[config.mk]
export PLATFORM = sky130hd
export DESIGN_NAME = memory
export DESIGN_NICKNAME = d
export VERILOG_FILES = /design/src/rtl/memory_pkg.sv /design/src/rtl/memory.sv
export SDC_FILE = /design/constraint.sdc
export NUM_CORES = 1
export LEC_CHECK = 0
export CAP_MARGIN = 20
export CORE_UTILIZATION = 47
export CTS_BUF_LIST = sky130_fd_sc_hd__clkbuf_8
export DETAILED_ROUTE_END_ITERATION = 8
export PLACE_DENSITY = 0.86
export SYNTH_ARGS = -nofsm -noshare
export SYNTH_HDL_FRONTEND = slang
export SYNTH_SLANG_ARGS = --single-unit
[constraint.sdc]
create_clock -name clk -period 1.68 [get_ports clk]
set_input_delay 0.252 -clock clk [delete_from_list [all_inputs] [get_ports clk]]
set_output_delay 0.252 -clock clk [all_outputs]
set_load 0.005 [all_outputs]
[src/rtl/memory_pkg.sv]
// Shared constants and types for the matrix-compute operand/result store.
package memory_pkg;

    localparam int DATA_W   = 8;

    localparam int A_BASE   = 0;
    localparam int B_BASE   = 16;
    localparam int AB_DEPTH = 25;

    localparam int C_SINGLE = 0;
    localparam int C_SYS3   = 4;
    localparam int C_SYS2   = 8;
    localparam int C_BANK_N = 4;
    localparam int C_DEPTH  = 12;

    typedef enum logic [1:0] {
        IDLE = 2'd0,
        SAVE = 2'd1,
        DONE = 2'd2
    } state_e;

endpackage

[src/rtl/memory.sv]
// Operand (A/B) and result (C) register store with an init-capture FSM and
// combinational read ports toward the compute engine and the display.
module memory
    import memory_pkg::*;
(
    input  logic              clk,
    input  logic              rst,
    input  logic              init_valid_i,
    output logic              done_save_to_external,
    input  logic [DATA_W-1:0] a11, a12, a13, a14,
    input  logic [DATA_W-1:0] a21, a22, a23, a24,
    input  logic [DATA_W-1:0] a31, a32, a33, a34,
    input  logic [DATA_W-1:0] a41, a42, a43, a44,
    input  logic [DATA_W-1:0] b11, b12, b13,
    input  logic [DATA_W-1:0] b21, b22, b23,
    input  logic [DATA_W-1:0] b31, b32, b33,
    input  logic              single_valid_i,
    input  logic              sys3_valid_i,
    input  logic              sys2_valid_i,
    input  logic [DATA_W-1:0] c11, c12, c21, c22,
    input  logic [4:0]        select_from_comp,
    output logic [DATA_W-1:0] out_to_comp,
    input  logic [3:0]        select_from_display,
    output logic [DATA_W-1:0] out_to_display
);

    logic [DATA_W-1:0] ab_in     [AB_DEPTH];
    logic [DATA_W-1:0] c_in      [C_BANK_N];
    logic [DATA_W-1:0] abmem_q   [AB_DEPTH];
    logic [DATA_W-1:0] cmem_q    [C_DEPTH];
    state_e            state_q;
    logic              done_q;

    assign ab_in = '{a11, a12, a13, a14, a21, a22, a23, a24,
                     a31, a32, a33, a34, a41, a42, a43, a44,
                     b11, b12, b13, b21, b22, b23, b31, b32, b33};
    assign c_in  = '{c11, c12, c21, c22};

    // NOTE: these storage arrays are flops, not RAM macros, so they take the async reset like any other register.
    always_ff @(posedge clk or negedge rst) begin
        if (!rst) begin
            state_q <= IDLE;
            done_q  <= 1'b0;
            for (int i = 0; i < AB_DEPTH; i++) abmem_q[i] <= '0;
        end else begin
            unique case (state_q)
                IDLE: begin
                    if (init_valid_i) state_q <= SAVE;
                end
                SAVE: begin
                    for (int i = 0; i < AB_DEPTH; i++) abmem_q[i] <= ab_in[i];
                    state_q <= DONE;
                    done_q  <= 1'b1;
                end
                DONE: begin
                    if (!init_valid_i) begin
                        state_q <= IDLE;
                        done_q  <= 1'b0;
                    end
                end
                default: begin
                    state_q <= IDLE;
                    done_q  <= 1'b0;
                end
            endcase
        end
    end

    // Result banks are written independently of the init FSM.
    always_ff @(posedge clk or negedge rst) begin
        if (!rst) begin
            for (int i = 0; i < C_DEPTH; i++) cmem_q[i] <= '0;
        end else begin
            for (int i = 0; i < C_BANK_N; i++) begin
                if (single_valid_i) cmem_q[C_SINGLE + i] <= c_in[i];
                if (sys3_valid_i)   cmem_q[C_SYS3 + i]   <= c_in[i];
                if (sys2_valid_i)   cmem_q[C_SYS2 + i]   <= c_in[i];
            end
        end
    end

    assign done_save_to_external = done_q;

    assign out_to_comp    = (int'(select_from_comp) < AB_DEPTH)
                          ? abmem_q[select_from_comp] : '0;
    assign out_to_display = (int'(select_from_display) < C_DEPTH)
                          ? cmem_q[select_from_display] : '0;

endmodule

==> flow_summary.yaml <==
# flow metrics
pwr:
  sw_frac_of_total_pct: 28.6
  seqPwrFrac_pct: 44.2
  p_comb_share_pct: 32.1
  cellLeakagePower_nw: 7.66
  power.internal_w: 0.0186
setup_path:
  crit_path_end_kind: "primary output"
  start_kind: "flip-flop"
  worstSetupPathType: "reg -> out"
final_timing:
  clock.fmax_mhz: 426
  fin_worst_skew_ns: 0.0493
  tightest_slew_ns: 0.503
  setup_ws_ns: -0.668
  slew_headroom_pct: 66.5
  setup_violations: 16
  finalCritPeriodShare_pct: 140
clock_network:
  clk_pin_slew_ns: 0.06
  cts_buffer_depth: 3
  clock_sinks: 299
  htreeDepth: 2
synthesis:
  syn-num-nets: 1097
  ys_cells: 850
  aoi_share_pct: 3.02
  mux_area_share_pct: 37.7
  ff_type: "dfrtp_1"
drt:
  avgViaCountPerCell: 5.46
  wl_per_cell_um: 21.9
run_status:
  outcome: "complete, but fails checks"
  violations: "negative setup slack"
floorplan:
  fp.dieW_um: 172
place:
  hpwl_um: 26100
run:
  max_cap_viol_count: 0
global_route:
  antenna_found_initial: 5
  grt_pass1_vias: 9757
  grt_pass1_wl_um: 54700
layout:
  nets: 1444
area by class of cell:
class	instances	area, um^2	share of cell area, %
clock inverter	25	113	0.613
sequential	299	7480	40.8
timing repair buffer	359	3570	19.5
multi-input combinational	477	5810	31.7
clock buffer	61	840	4.57
antenna	7	17.5	0.0954
inverter	11	41.3	0.225
tap	378	473	2.58
flip-flops by register name, indices dropped and copies added (netlist names):
register and flops:
cmem_q 96, done_save_to_external 1, abmem_q 200, state_q 2
path summary, 6_finish.rpt:
check	end	slack [ns]	cells past startpoint
min in group clk	state_q[0]	0.26	3
setup reg to reg	abmem_q[55]	0.09	4
max in group asynchronous	abmem_q[85]	0.81	3
hold reg to reg	abmem_q[39]	0.50	1
hold / removal	abmem_q[66]	0.19	2
setup / recovery	out_to_comp[0]	-0.67	5
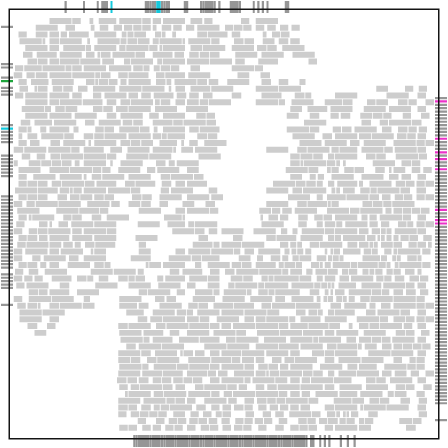
Figure 1: pin placement.
Pins as bars across the die edge, other pins in grey.
- `b22`: magenta (pins 8; direction input; edge east)
- `single_valid_i`: green (pins 1; direction input; edge west)
- `select_from_display`: cyan (pins 4; direction input; edge 3 north, 1 west)
- all pins by edge: 92 east, 84 south, 49 west, 39 north

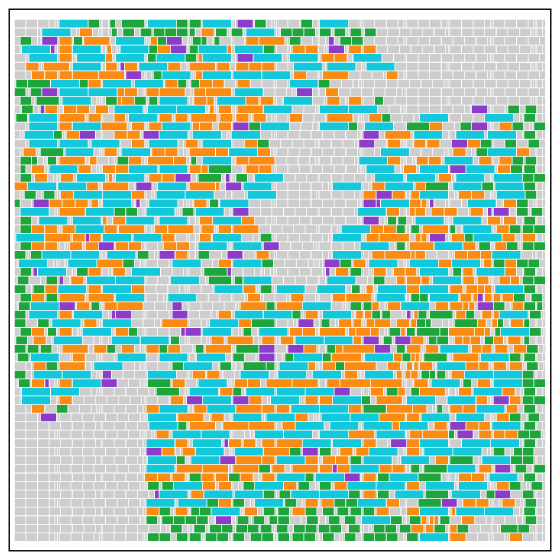
Figure 2: placement by cell class.
Fill, decap, tap and diode cells in grey.
- clock drivers and dummy loads: purple (cells 86)
- flops: cyan (cells 299)
- combinational and other logic: orange (cells 488)
- other buffers and delay cells: green (cells 359)
core area: 0.0280 mm^2
Rows: 61
Seq/total area: 40.8%
fin util: 65.5%

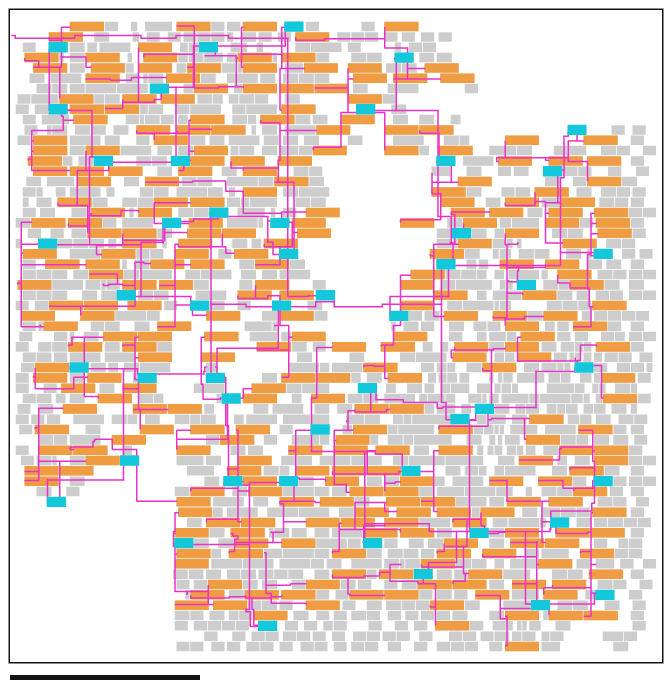
Figure 3: clock network drawn from the DEF.
The bar under the picture is 50 um long.
- clock wires: magenta (length 3,940 um)
- flip-flops: orange (count 299)
- clock drivers: cyan (count 49)
- flops lie: all over the die

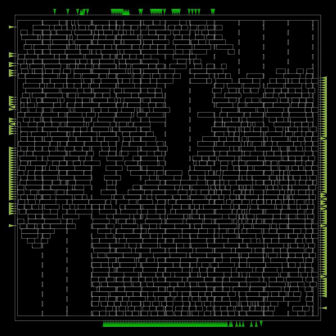
Figure 4: cell placement.
num tapcells: 378
seq_cells: 299
Layout Cells excl Fill: 1,617
# fillers: 1,967

Power and IR drop assume default switching activity.
